## src/rtl/mac_pkg.sv

```systemverilog
// mac_pkg: shared definitions for the FP-INT MAC weight path.
// Holds the word/precision widths, the precision-to-width decode and the
// serializer state encoding. FIFO-side consumers import the same decode so
// both ends agree on how many bits a word carries.
package mac_pkg;

   localparam int unsigned MAX_W  = 16;
   localparam int unsigned PREC_W = 4;

   typedef enum logic [0:0] {
      IDLE,
      SHIFT
   } state_t;

   // Precision 0 encodes a full 16-bit word; 1..15 are literal bit counts.
   function automatic logic [4:0] prec_to_width(input logic [PREC_W-1:0] precision);
      return (precision == '0) ? 5'd16 : {1'b0, precision};
   endfunction

endpackage

```

## src/rtl/int_bit_serializer_if.sv

```systemverilog
// int_bit_serializer_if: word handshake and FIFO write-side bundle.
//   in_valid / in_ready / in_data / precision : upstream word handshake
//   fifo_full                                 : downstream back-pressure
//   fifo_wr_en / fifo_din / word_done          : serial write strobes
//   busy                                      : word shifting or pending
// master = word source / FIFO side, slave = serializer.
interface int_bit_serializer_if;
   import mac_pkg::*;

   logic              in_valid;
   logic              in_ready;
   logic [MAX_W-1:0]  in_data;
   logic [PREC_W-1:0] precision;
   logic              fifo_full;
   logic              fifo_wr_en;
   logic              fifo_din;
   logic              word_done;
   logic              busy;

   modport master (
      output in_valid, in_data, precision, fifo_full,
      input  in_ready, fifo_wr_en, fifo_din, word_done, busy
   );

   modport slave (
      input  in_valid, in_data, precision, fifo_full,
      output in_ready, fifo_wr_en, fifo_din, word_done, busy
   );

endinterface

```

## src/rtl/int_bit_serializer.sv

```systemverilog
// int_bit_serializer: parallel weight word to LSB-first bit stream.
// Ports:
//   clk  : clock, rising edge
//   rst  : asynchronous active-low reset
//   bus  : slave side of int_bit_serializer_if (handshake in, FIFO strobes out)
// One word shifts out of r_sh while a second may wait in the pending buffer,
// so consecutive words stream with no idle cycle between them.
module int_bit_serializer
   import mac_pkg::*;
(
   input logic                  clk,
   input logic                  rst,
   int_bit_serializer_if.slave  bus
);

   state_t            r_state, w_state_nxt;
   logic [MAX_W-1:0]  r_sh, w_sh_nxt;
   logic [4:0]        r_bc, w_bc_nxt;
   logic [4:0]        r_w, w_w_nxt;
   logic [MAX_W-1:0]  r_pd, w_pd_nxt;
   logic [4:0]        r_pd_w, w_pd_w_nxt;
   logic              r_pd_v, w_pd_v_nxt;

   logic              w_accept;
   logic              w_strobe;
   logic              w_last;
   logic [4:0]        w_width_in;

   assign w_width_in = prec_to_width(bus.precision);
   // in_ready depends only on r_pd_v, so no in_valid -> in_ready path exists.
   assign w_accept   = bus.in_valid && !r_pd_v;
   assign w_strobe   = (r_state == SHIFT) && !bus.fifo_full;
   assign w_last     = w_strobe && (r_bc == (r_w - 5'd1));

   assign bus.in_ready   = !r_pd_v;
   assign bus.fifo_wr_en = w_strobe;
   assign bus.fifo_din   = r_sh[0];
   assign bus.word_done  = w_last;
   assign bus.busy       = (r_state == SHIFT) || r_pd_v;

   always_comb begin
      w_state_nxt = r_state;
      w_sh_nxt    = r_sh;
      w_bc_nxt    = r_bc;
      w_w_nxt     = r_w;
      w_pd_nxt    = r_pd;
      w_pd_w_nxt  = r_pd_w;
      w_pd_v_nxt  = r_pd_v;

      if (w_strobe) begin
         w_sh_nxt = r_sh >> 1;
         w_bc_nxt = r_bc + 5'd1;
      end

      if (w_last) begin
         if (r_pd_v) begin
            // Pending word takes over directly: no bubble.
            w_sh_nxt   = r_pd;
            w_bc_nxt   = '0;
            w_w_nxt    = r_pd_w;
            w_pd_v_nxt = 1'b0;
         end else if (w_accept) begin
            // Word arriving on the last-bit edge bypasses the pending buffer.
            w_sh_nxt = bus.in_data;
            w_bc_nxt = '0;
            w_w_nxt  = w_width_in;
         end else begin
            // Clear leftover upper bits so fifo_din stays quiet while idle.
            w_state_nxt = IDLE;
            w_sh_nxt    = '0;
            w_bc_nxt    = '0;
         end
      end else if (w_accept) begin
         unique case (r_state)
            IDLE: begin
               w_state_nxt = SHIFT;
               w_sh_nxt    = bus.in_data;
               w_bc_nxt    = '0;
               w_w_nxt     = w_width_in;
            end
            SHIFT: begin
               w_pd_nxt   = bus.in_data;
               w_pd_w_nxt = w_width_in;
               w_pd_v_nxt = 1'b1;
            end
            default: ;
         endcase
      end
   end

   always_ff @(posedge clk or negedge rst) begin
      if (!rst) begin
         r_state <= IDLE;
         r_sh    <= '0;
         r_bc    <= '0;
         r_w     <= '0;
         r_pd    <= '0;
         r_pd_w  <= '0;
         r_pd_v  <= 1'b0;
      end else begin
         r_state <= w_state_nxt;
         r_sh    <= w_sh_nxt;
         r_bc    <= w_bc_nxt;
         r_w     <= w_w_nxt;
         r_pd    <= w_pd_nxt;
         r_pd_w  <= w_pd_w_nxt;
         r_pd_v  <= w_pd_v_nxt;
      end
   end

endmodule
```

## src/flat_wrapper.sv

```systemverilog
// flat-port wrapper written by rule: the top's interface ports become plain ports
module int_bit_serializer_flat import mac_pkg::*;
  (clk, rst, bus_in_valid, bus_in_data, bus_precision, bus_fifo_full, bus_in_ready, bus_fifo_wr_en, bus_fifo_din, bus_word_done, bus_busy);
  int_bit_serializer_if bus_i ();
  input logic clk;
  input logic rst;
  input wire logic [$bits(bus_i.in_valid)-1:0] bus_in_valid;
  input wire logic [$bits(bus_i.in_data)-1:0] bus_in_data;
  input wire logic [$bits(bus_i.precision)-1:0] bus_precision;
  input wire logic [$bits(bus_i.fifo_full)-1:0] bus_fifo_full;
  output wire logic [$bits(bus_i.in_ready)-1:0] bus_in_ready;
  output wire logic [$bits(bus_i.fifo_wr_en)-1:0] bus_fifo_wr_en;
  output wire logic [$bits(bus_i.fifo_din)-1:0] bus_fifo_din;
  output wire logic [$bits(bus_i.word_done)-1:0] bus_word_done;
  output wire logic [$bits(bus_i.busy)-1:0] bus_busy;
  assign bus_i.in_valid = bus_in_valid;
  assign bus_i.in_data = bus_in_data;
  assign bus_i.precision = bus_precision;
  assign bus_i.fifo_full = bus_fifo_full;
  assign bus_in_ready = bus_i.in_ready;
  assign bus_fifo_wr_en = bus_i.fifo_wr_en;
  assign bus_fifo_din = bus_i.fifo_din;
  assign bus_word_done = bus_i.word_done;
  assign bus_busy = bus_i.busy;
  int_bit_serializer u_core (.clk(clk), .rst(rst), .bus(bus_i));
endmodule
```

## config.mk

```make
export PLATFORM = sky130hd
export DESIGN_NAME = int_bit_serializer_flat
export DESIGN_NICKNAME = d
export VERILOG_FILES = /design/src/rtl/mac_pkg.sv /design/src/rtl/int_bit_serializer_if.sv /design/src/rtl/int_bit_serializer.sv /design/src/flat_wrapper.sv
export SDC_FILE = /design/constraint.sdc
export NUM_CORES = 1
export LEC_CHECK = 0
export CAP_MARGIN = 30
export CORE_UTILIZATION = 30
export CTS_CLUSTER_SIZE = 24
export DETAILED_ROUTE_END_ITERATION = 8
export HOLD_SLACK_MARGIN = 0.02
export PLACE_DENSITY_LB_ADDON = 0.3
export SETUP_SLACK_MARGIN = 0.02
export SYNTH_ARGS = -nofsm -noshare
export SYNTH_HDL_FRONTEND = slang
export SYNTH_SLANG_ARGS = --single-unit
```

## constraint.sdc

```tcl
create_clock -name clk -period 2.89 [get_ports clk]
set_clock_uncertainty 0.15 [all_clocks]
set_input_delay 0.4335 -clock clk [delete_from_list [all_inputs] [get_ports clk]]
set_output_delay 0.4335 -clock clk [all_outputs]
set_load 0.05 [all_outputs]
```

==> run_1/closeup.png <==
Window x 21 to 71, y 40 to 90 um. Cells in grey, sequential cells in the stronger grey; small squares are vias.
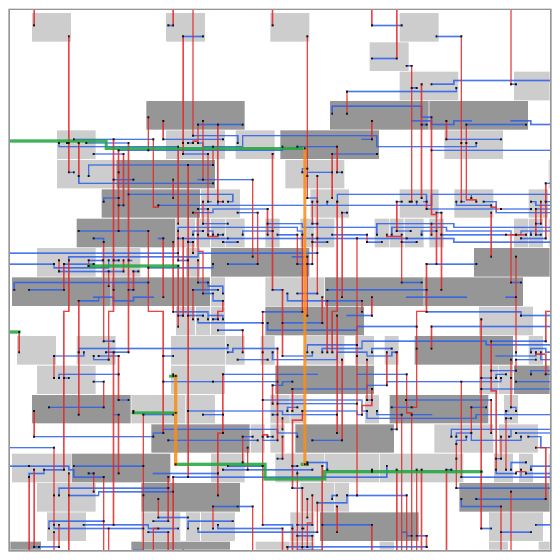
Orange is M4. Green is M3. Red is M2. Blue is M1.
103 logic cells have their middle in the window. Netlist names of flops here include u_core.r_sh (10), u_core.r_pd (9), u_core.r_bc (4). Most frequent: dfrtp_1 (24), nand2_1 (22). Sequential cells in the window: 24.

==> run_1/sizing.png <==
Drawn at 3 px/um.
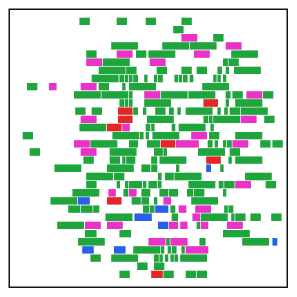
Magenta is x3 and x4, cells 34, most used mux2_4. Red is x6 and larger, cells 8, most used clkbuf_8. Blue is x2, cells 8, most used mux2_2. Green is x1 and smaller, cells 190, most used dfrtp_1.

==> run_1/placed.png <==
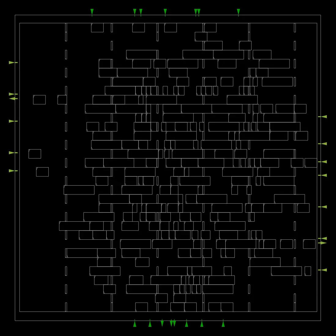
registers: 49
final standard cell count with taps included and fillers excluded: 342
fill cell total of the finished layout: 768
flop share of the area: 0.4154

==> run_1/floorplan.png <==
Drawn at 4 px/um. Pins as bars on the die edge.
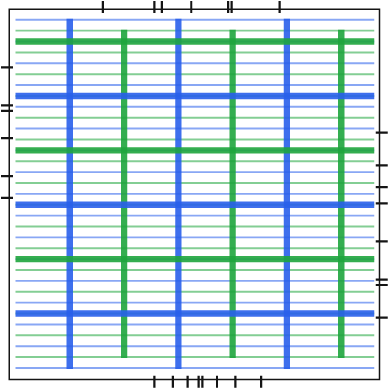
Green is VDD. Blue is VSS.
The core has 32 rows. 6 straps on met4. 29 signal pins sit on the boundary.
Vert. Die Dim: 92.21 um
x dimension of the die: 92.21 um

==> impl_metrics.ini, run 1 <==
; synthesis and place-and-route metrics
[cells_and_area]
drive_gt1_frac = 0.2083
lay_top_cells = sky130_fd_sc_hd__dfrtp_1 (49), sky130_fd_sc_hd__nand2_1 (36), sky130_fd_sc_hd__clkdlybuf4s50_1 (25)
area_delta_synth_final_pct = 20.91
combGateArea_sq_mm = 0.001132
nNetsFinal = 265
num_antenna_cells = 0
seq_area_sq_mm = 0.001226
layout_top_cell_excl_fill_tap = sky130_fd_sc_hd__dfrtp_1

[route]
route.detailed.drc = 0
via_count = 1640
remaining_number_of_nets_flagged_by_the_antenna_check_after_routing = 0
drt_first_pass_iters = 4
vias_per_cell = 4.795
wl_um = 5225
initialDrtViolationCount = 85
routed_wire_per_std_cell_um = 15.28

[die]
chipArea_sq_mm = 0.008502
ioPinCount = 29
design.core.area_sq_mm = 0.007807
fp_util = 0.3127
core.rowCount = 32

[yosys]
ys_chip_area_sq_mm = 0.002441
number_of_nets_produced_by_synthesis = 232
post_synth_inst_count = 206
yosysWarnings = 0
number_of_enable_flip_flop_cells = 0
ff_type = sky130_fd_sc_hd__dfrtp_1
yosysUniqueCellTypes = 32
syn_avg_cell_area_sq_um = 11.85
synth.ff_latch_count = 49
synth-cells-yosys = 206
synth_sequential_area_ratio = 0.5023
syn_area_sq_mm = 0.002441
asyncSetResetFlopFracSynth = 1.000

[cts]
clock_tree.htree_level_count = 2
cts_sinks = 49
clk_transition_reported_paths_ns = 0.09
clock.latency.late_pin_ns = 0.29
clock_tree.buffer_depth = 2
tritoncts = yes
cts_setup_buffers = 0
numCtsBuffers = 5
cts.root.buffer_cell = sky130_fd_sc_hd__clkbuf_8

[grt]
grt_start_max_net_pins = 30
groute.layer.met3.usage = 0.03483
busiest_layer = met2
antenna_found_initial = 0
wire_length_of_the_first_global_routing_pass_um = 8562
overflow = 0
grt_pass1_vias = 1727
globalRouteMet1Util = 0.1740
globalRouteTotalUtil = 0.1290
grt_use_met2 = 0.2034

[critical_path]
worst_setup_path_start_kind = register
cp_num_buf_inv = 4
crit_path_top_delay_cell = sky130_fd_sc_hd__dfrtp_1
end_kind = output port
critical_path.top_delay_family = AND-OR/OR-AND gates
critPathRequiredTime_ns = 2.31
timing.critical_path.slowest_cell_delay_ns = 0.41
path_class = reg2out
worst-r2r-setup-slack_ns = 0.35
crit_path_max_fanout = 6
crit_path_frequent_cell = sky130_fd_sc_hd__inv_1
critPathArrivalTime_ns = 2.15
cp_cell_sequence = inv_1, ha_1, inv_1, o41ai_2, o31ai_2, or2_4, inv_1, buf_6

[placement]
placed_cells = 333
dpl.hpwl_um = 3361
numPortBuffers = 28
place_congestion = 0.7626

[worst_hold_path]
min_path_type = in2async

[run_status]
run_status = finished clean

[final_timing]
fmax_mhz = 365.8
setup_viol_count_final = 0
setup_repair_after_global_routing_missed_its_margin = no
final-hold-violation-count = 0
min_period_ns = 2.734
pins_over_their_slew_limit = 0
sum_neg_setup_slack_ns = 0
pin_slew_with_the_least_headroom_to_its_limit_ns = 0.6534
period_used_share = 0.9460
relative_slew_slack = 0.5644

[job]
openroad.warnings = 26
max_cap_viol_count = 0

[power]
total_leakage_power_uw = 0.001325
powerDensity_mw_per_mm2 = 954.9
worst_ir_drop_vdd_uv = 269.1
[run 1: per-stage QoR]
stage / setup slack [ns] / cell area, sq um / total power (uW) / hold WS, ns / util
4_1_cts: 0.08510 / 2927 / 2826 / 0.03561 / 0.3748
6_report: 0.1561 / 2952 / 2818 / 0.009780 / 0.3780
2_1_floorplan: 0.4642 / 2441 / 2098 / -0.01209 / -
3_5_place_dp: 0.09990 / 2825 / 2375 / 0.3327 / 0.3619
3_3_place_gp: 0.1700 / 2825 / 2356 / 0.3196 / 0.3619
5_1_grt: 0.02808 / 2952 / 3021 / 0.04662 / 0.3780
[run 1: synthesized netlist by cell type, drive strengths merged, types with 2 or more instances]
cell type | n | area share
nand2b | 2 | 0.0051
mux2 | 27 | 0.16
nand2 | 36 | 0.055
clkbuf | 4 | 0.0061
nand4 | 4 | 0.016
a221o | 16 | 0.066
mux2i | 4 | 0.016
inv | 7 | 0.011
xnor2 | 3 | 0.011
nor3 | 3 | 0.0082
ha | 2 | 0.010
buf | 7 | 0.024
xor2 | 7 | 0.025
dfrtp | 49 | 0.50
nor2 | 7 | 0.011
a21oi | 19 | 0.048
o21ai | 2 | 0.0041
[run 1: logic make-up after synthesis]
logic type / synth area share
xor gates and xnor gates: 0.03588
and+or+nand+nor: 0.1076
buffers and inverters: 0.04254
adders and majority gates: 0.01025
DFF: 0.5023
AOI/OAI and AO/OA: 0.1297
muxes: 0.1717
[run 1: sequential cells by signal (all words and copies together) (netlist names)]
name,count
u_core.r_w,5
u_core.r_state,1
u_core.r_pd_v,1
u_core.r_bc,5
u_core.r_pd,16
u_core.r_sh,16
u_core.r_pd_w,5
[run 1: path summary, 6_finish.rpt]
check                                  from               end  depth (start not counted)
max                           u_core.r_w[0]     bus_word_done                          8
min                                     rst    u_core.r_sh[7]                          1
max reg2reg                   u_core.r_w[0]  u_core.r_pd_w[4]                          8
min reg2reg                u_core.r_pd_w[4]  u_core.r_pd_w[4]                          1
max in group asynchronous               rst    u_core.r_state                          2
min in group clk           u_core.r_pd_w[4]  u_core.r_pd_w[4]                          1
[run 1: cell type report]
type                            count  share of cell area
Sequential cell                    49              0.4154
Clock inverter                      1            0.001696
Timing Repair Buffer               36              0.1132
Tap cell                          102             0.04324
Inverter                            8             0.01017
Multi-Input combinational cell    139              0.3836
Clock buffer                        7             0.03264
[run 1: routing by layer]
| layer | wire length [um] | vias to the layer above | part of all wire |
|---|---|---|---|
| met5 | 0 | - | 0 |
| met4 | 37 | 0 | 0.0071 |
| met3 | 197 | 5 | 0.038 |
| met2 | 2456 | 22 | 0.47 |
| met1 | 2534 | 820 | 0.48 |
| li1 | - | 793 | - |
[run 1: timing repair]
action	in CTS	in global routing
hold endpoints to repair	0	0
gates resized	0	2
endpoints found under the setup margin	0	22
hold buffers	0	0
[run 1: where the power goes]
part	switching (uW)	internal, uW
Combinational	559	623
Clock	222	217
Sequential	213	984
Total	994	1820
==> run 2, diff against run 1 <==
CAP_MARGIN = 20   (was 30)
==> run_2/floorplan.png <==
Drawn at 4 px/um. Pins as bars on the die edge.
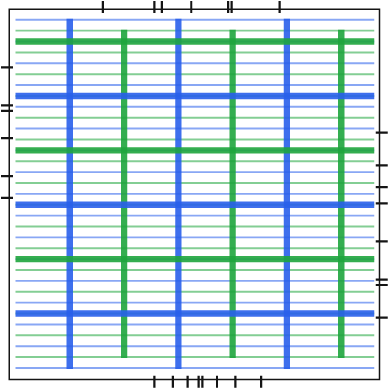
Green is VDD. Blue is VSS.
33 met1 rails follow the rows. 6 straps on met4. 29 signal pins sit on the boundary. 6 straps on met5. The core has 32 rows.

==> impl_metrics.ini, run 2 <==
; synthesis and place-and-route metrics
[final_timing]
min_period_ns = 2.734
final-hold-violation-count = 0
fmax_mhz = 365.8
setup_repair_after_global_routing_missed_its_margin = no
relative_slew_slack = 0.5644
pin_slew_with_the_least_headroom_to_its_limit_ns = 0.6534
setup_viol_count_final = 0
pins_over_their_slew_limit = 0
sum_neg_setup_slack_ns = 0
period_used_share = 0.9460

[grt]
wire_length_of_the_first_global_routing_pass_um = 8562
grt_pass1_vias = 1727
antenna_found_initial = 0
overflow = 0
grt_start_max_net_pins = 30
globalRouteTotalUtil = 0.1290

[yosys]
synth.cellmix.xorXnorShare = 0.03588
multiplexer_area_fraction_after_synthesis = 0.1717
compound_area_frac = 0.1297
yosysUniqueCellTypes = 32
number_of_enable_flip_flop_cells = 0
ys_chip_area_sq_mm = 0.002441
area_fraction_in_full_adders_half_adders_and_majority_gates = 0.01025
post_synth_inst_count = 206
top_cells_by_count = sky130_fd_sc_hd__dfrtp_1 (49), sky130_fd_sc_hd__nand2_1 (36), sky130_fd_sc_hd__mux2_4 (20)
yosys.area_share.simple = 0.1076
netlist.area_leader.share = 0.5023
synth-cells-yosys = 206
synth_sequential_area_ratio = 0.5023
yosys.area.top_type = sky130_fd_sc_hd__dfrtp_1
number_of_nets_produced_by_synthesis = 232
syn_avg_cell_area_sq_um = 11.85
netlist_logic_family_top = multiplexers
main_area_contributors = sky130_fd_sc_hd__dfrtp_1 (50%), sky130_fd_sc_hd__mux2_4 (12%), sky130_fd_sc_hd__a221o_1 (6.6%), sky130_fd_sc_hd__nand2_1 (5.5%), sky130_fd_sc_hd__a21oi_1 (3.5%)
synth.ff_latch_count = 49
asyncSetResetFlopFracSynth = 1.000
yosysWarnings = 0
syn_area_sq_mm = 0.002441
synth_top_cell_by_count = sky130_fd_sc_hd__dfrtp_1
ff_type = sky130_fd_sc_hd__dfrtp_1

[die]
die_h_um = 92.21
die-width_um = 92.21
fp_util = 0.3127
chipArea_sq_mm = 0.008502
ioPinCount = 29

[run_status]
run_status = finished clean

[route]
drt_first_pass_iters = 4
initialDrtViolationCount = 85
via_count = 1640
wl_um = 5225
route.detailed.drc = 0
top_layer = met4
remaining_number_of_nets_flagged_by_the_antenna_check_after_routing = 0
vias_per_cell = 4.795
dr_wl_met3_um = 197
routed_wire_per_std_cell_um = 15.28
met1_length_um = 2534
route.met2.wl_um = 2456

[power]
power_frac_clock = 0.156
share_seq_of_total_power = 0.425
p_comb_frac = 0.419
internal-power_uw = 1824
powerDensity_mw_per_mm2 = 954.9
total_leakage_power_uw = 0.001325
p_sw_frac = 0.3527
worst_ir_drop_vdd_uv = 269.1
p_sw_uw = 994.0

[job]
max_cap_viol_count = 0
openroad.warnings = 26

[placement]
dpl.hpwl_um = 3361
place_congestion = 0.7626
numPortBuffers = 28
placed_cells = 333

[critical_path]
end_kind = output port
path_class = reg2out
critPathRequiredTime_ns = 2.31
critPathArrivalTime_ns = 2.15
worst_setup_path_start_kind = register
regToRegStartpoint = u_core.r_w[0]
worst-r2r-setup-slack_ns = 0.35
crit_path_max_fanout = 6
r2r-end = u_core.r_pd_w[4]
rr_worst_depth = 8

[cells_and_area]
layout_top_cell_excl_fill_tap = sky130_fd_sc_hd__dfrtp_1
lay_top_cells = sky130_fd_sc_hd__dfrtp_1 (49), sky130_fd_sc_hd__nand2_1 (36), sky130_fd_sc_hd__clkdlybuf4s50_1 (25)
drive_gt1_frac = 0.2083
nNetsFinal = 265
area_delta_synth_final_pct = 20.91
num_antenna_cells = 0
largestRegisters = u_core.r_pd (16), u_core.r_sh (16)
final_standard_cell_count_with_taps_included_and_fillers_excluded = 342

[cts]
cts_sinks = 49
numCtsBuffers = 5
cts_setup_buffers = 0
clock_tree.buffer_depth = 2
clock_tree.htree_level_count = 2
cts.root.buffer_cell = sky130_fd_sc_hd__clkbuf_8
tritoncts = yes
clock.latency.late_pin_ns = 0.29
clk_transition_reported_paths_ns = 0.09

[worst_hold_path]
min_path_type = in2async
==> run_2/placed.png <==
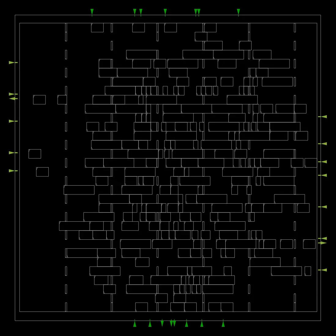
Site Rows: 32
share of the core filled with cells: 0.3780
Well-Tap Cells: 102
core area: 0.007807 sq mm

## run 2: cell type report
type                            instances  area (sq um)
Timing Repair Buffer                   36         334.1
Sequential cell                        49          1226
Clock buffer                            7         96.34
Inverter                                8         30.03
Clock inverter                          1         5.005
Multi-Input combinational cell        139          1132
Tap cell                              102         127.6
Fill cell                             768          4856
## run 2: logic make-up (layout without fill, tap and decap cells)
kind of cell,count (synthesis),after routing
XOR/XNOR,10,10
AND/OR/NAND/NOR,56,57
buffers and inverters,19,52
adder cells (fa/ha/maj),2,2
flip-flops,49,49
AND-OR/OR-AND,39,39
multiplexers,31,31
## run 2: metal layers
metal / track usage / vias up
met4: 0.03516 / 0
met3: 0.03483 / 5
met2: 0.2034 / 22
met5: 0 / -
li1: - / 793
met1: 0.1740 / 820
## run 2: worst max-delay path by stage
| stage | startpoint | endpoint | slack, ns | depth (start not counted) |
|---|---|---|---|---|
| after floorplan | u_core.r_w[0] | u_core.r_w[3] | 0.46 | 9 |
| after global placement | u_core.r_w[0] | u_core.r_pd_w[4] | 0.17 | 8 |
| after detailed placement | u_core.r_w[0] | u_core.r_pd_w[4] | 0.1 | 8 |
| after CTS | u_core.r_w[0] | u_core.r_pd_w[4] | 0.09 | 8 |
| after global routing | u_core.r_w[0] | bus_word_done | 0.03 | 8 |
| final | u_core.r_w[0] | bus_word_done | 0.16 | 8 |
## run 2: stage by stage
step	hold slack, ns	power [uW]	util	setup WS [ns]	instance area (sq um)
floorplan	-0.01209	2098	-	0.4642	2441
global placement	0.3196	2356	0.3619	0.1700	2825
detailed placement	0.3327	2375	0.3619	0.09990	2825
CTS	0.03561	2826	0.3748	0.08510	2927
global route	0.04662	3021	0.3780	0.02808	2952
finish	0.009780	2818	0.3780	0.1561	2952
## run 2: power groups by stage
stage / logic, uW / registers, uW / clock network [uW]
2_1_floorplan: 927 / 1170 / 0
3_3_place_gp: 1150 / 1200 / 0
3_5_place_dp: 1180 / 1200 / 0
4_1_cts: 1180 / 1190 / 455
5_1_grt: 1300 / 1240 / 483
6_report: 1180 / 1200 / 439
## run 2: worst max-delay path, stage by stage, from the launching register on
cell	delay [ns]
sky130_fd_sc_hd__dfrtp_1	0.41
sky130_fd_sc_hd__inv_1	0.09
sky130_fd_sc_hd__ha_1	0.21
sky130_fd_sc_hd__inv_1	0.07
sky130_fd_sc_hd__o41ai_2	0.35
sky130_fd_sc_hd__o31ai_2	0.15
sky130_fd_sc_hd__or2_4	0.32
sky130_fd_sc_hd__inv_1	0.11
sky130_fd_sc_hd__buf_6	0.16
## run 2: repair_timing
action,in CTS,in global routing
endpoints found under the setup margin,0,22
hold buffers,0,0
gates resized,0,2
hold endpoints to repair,0,0
==> run 3, diff against run 2 <==
SLEW_MARGIN = 20   (was unset)
==> run_3/placed.png <==
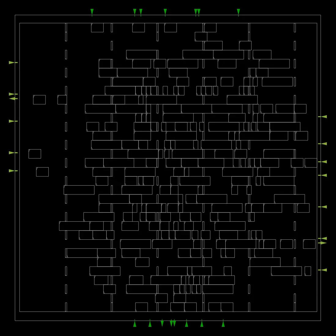

==> impl_metrics.ini, run 3 <==
; synthesis and place-and-route metrics
[grt]
grt_pass1_vias = 1727
globalRouteTotalUtil = 0.1290
antenna_found_initial = 0
overflow = 0

[critical_path]
cp_num_buf_inv = 4
critPathRequiredTime_ns = 2.31
crit_path_frequent_cell = sky130_fd_sc_hd__inv_1
timing.critical_path.slowest_cell_delay_ns = 0.41
critical_path.top_delay_family = AND-OR/OR-AND gates
path_class = reg2out
end_kind = output port
crit_path_top_delay_cell = sky130_fd_sc_hd__dfrtp_1
crit_path_max_fanout = 6
critPathArrivalTime_ns = 2.15
worst_setup_path_start_kind = register
cp_cell_sequence = inv_1, ha_1, inv_1, o41ai_2, o31ai_2, or2_4, inv_1, buf_6

[route]
remaining_number_of_nets_flagged_by_the_antenna_check_after_routing = 0
drt_first_pass_iters = 4
wl_um = 5225
initialDrtViolationCount = 85
route.detailed.drc = 0
via_count = 1640
routed_wire_per_std_cell_um = 15.28
vias_per_cell = 4.795

[yosys]
synth_sequential_area_ratio = 0.5023
synth-cells-yosys = 206
yosysUniqueCellTypes = 32
netlist.area_leader.share = 0.5023
ys_chip_area_sq_mm = 0.002441
yosysWarnings = 0
synth_top_cell_by_count = sky130_fd_sc_hd__dfrtp_1
asyncSetResetFlopFracSynth = 1.000
synth.ff_latch_count = 49
ff_type = sky130_fd_sc_hd__dfrtp_1
number_of_enable_flip_flop_cells = 0
number_of_nets_produced_by_synthesis = 232
yosys.area.top_type = sky130_fd_sc_hd__dfrtp_1
top_cells_by_count = sky130_fd_sc_hd__dfrtp_1 (49), sky130_fd_sc_hd__nand2_1 (36), sky130_fd_sc_hd__mux2_4 (20)
post_synth_inst_count = 206

[final_timing]
relative_slew_slack = 0.5644
setup_repair_after_global_routing_missed_its_margin = no
period_used_share = 0.9460
fmax_mhz = 365.8
setup_viol_count_final = 0
sum_neg_setup_slack_ns = 0
final-hold-violation-count = 0
final.setup.worst_slack_ns = 0.1561

[cts]
clk_transition_reported_paths_ns = 0.09
postCtsHoldBufs = 0
clock_tree.buffer_depth = 2
clock.latency.late_pin_ns = 0.29
cts_sinks = 49
clock_tree.htree_level_count = 2
cts.root.buffer_cell = sky130_fd_sc_hd__clkbuf_8
cts_setup_buffers = 0
cts_resized = 0

[placement]
numPortBuffers = 28
placed_cells = 333
dpl.hpwl_um = 3361
place_congestion = 0.7626
preCtsSetupSlack_ns = 0.09990

[die]
fp_util = 0.3127
die_h_um = 92.21
chipArea_sq_mm = 0.008502
die-width_um = 92.21
ioPinCount = 29
design.core.area_sq_mm = 0.007807
core.rowCount = 32

[run_status]
run_status = finished clean

[power]
powerDensity_mw_per_mm2 = 954.9
total_leakage_power_uw = 0.001325
power_uw = 2818
worst_ir_drop_vdd_uv = 269.1

[cells_and_area]
drive_gt1_frac = 0.2083
lay_top_cells = sky130_fd_sc_hd__dfrtp_1 (49), sky130_fd_sc_hd__nand2_1 (36), sky130_fd_sc_hd__clkdlybuf4s50_1 (25)
largestRegisters = u_core.r_pd (16), u_core.r_sh (16)
layout_top_cell_excl_fill_tap = sky130_fd_sc_hd__dfrtp_1
final_standard_cell_count_with_taps_included_and_fillers_excluded = 342
area_delta_synth_final_pct = 20.91

[worst_hold_path]
min_path_type = in2async

[job]
openroad.warnings = 26
max_cap_viol_count = 0
==> run_3/route_heat.png <==
Drawn at 4 px/um. 18 x 18 tiles, from dark purple (low) to yellow (high), scaled to the fullest tile. Values are wire area over tile area, all layers added.
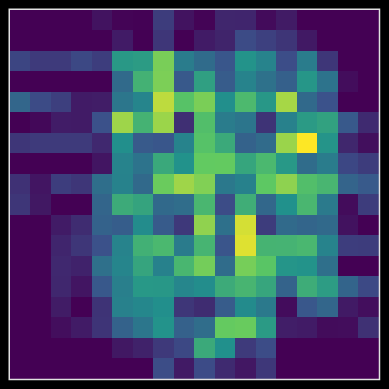
The emptiest ninth of the die: bottom left. The densest ninth of the die: middle. 23% of the tiles are over half the peak. The mean over all tiles is 0.094. 24% of the tiles are nearly empty.

[run 3: metal layers]
layer  routed length, um  GRT usage  vias up
li1                    -          -      793
met1                2534     0.1740      820
met2                2456     0.2034       22
met3                 197    0.03483        5
met4                  37    0.03516        0
met5                   0          0        -
[run 3: final timing paths]
check | start | slack [ns] | depth (start not counted) | to
worst min register to register | u_core.r_pd_w[4] | 0.35 | 1 | u_core.r_pd_w[4]
worst min-delay path | rst | 0.01 | 1 | u_core.r_sh[7]
min in group clk | u_core.r_pd_w[4] | 0.35 | 1 | u_core.r_pd_w[4]
worst max register to register | u_core.r_w[0] | 0.35 | 8 | u_core.r_pd_w[4]
worst max-delay path | u_core.r_w[0] | 0.16 | 8 | bus_word_done
max in group asynchronous | rst | 1.97 | 2 | u_core.r_state
[run 3: where the power goes]
group / leakage [uW] / switching [uW] / internal [uW]
combinational: 0.000657 / 559 / 623
clock: 0.0000542 / 222 / 217
sequential: 0.000614 / 213 / 984
[run 3: logic make-up (layout without fill, tap and decap cells)]
family	after synthesis	count (layout)	synth area share
mux	31	31	0.1717
compound gates	39	39	0.1297
flops	49	49	0.5023
xor+xnor	10	10	0.03588
buf+inv	19	52	0.04254
fa+ha+maj	2	2	0.01025
simple gates	56	57	0.1076
[run 3: through the flow]
step                hold WS, ns  cell area [sq um]  utilization
floorplan              -0.01209               2441            -
global placement         0.3196               2825       0.3619
detailed placement       0.3327               2825       0.3619
global route            0.04662               2952       0.3780
CTS                     0.03561               2927       0.3748
finish                 0.009780               2952       0.3780
[run 3: area by class of cell]
cell class                 count  area (sq um)
fill                         768          4856
clock buffer                   7         96.34
multi-input combinational    139          1132
timing repair buffer          36         334.1
inverter                       8         30.03
tap                          102         127.6
sequential                    49          1226
clock inverter                 1         5.005
Power is estimated from default activity; no workload was simulated.
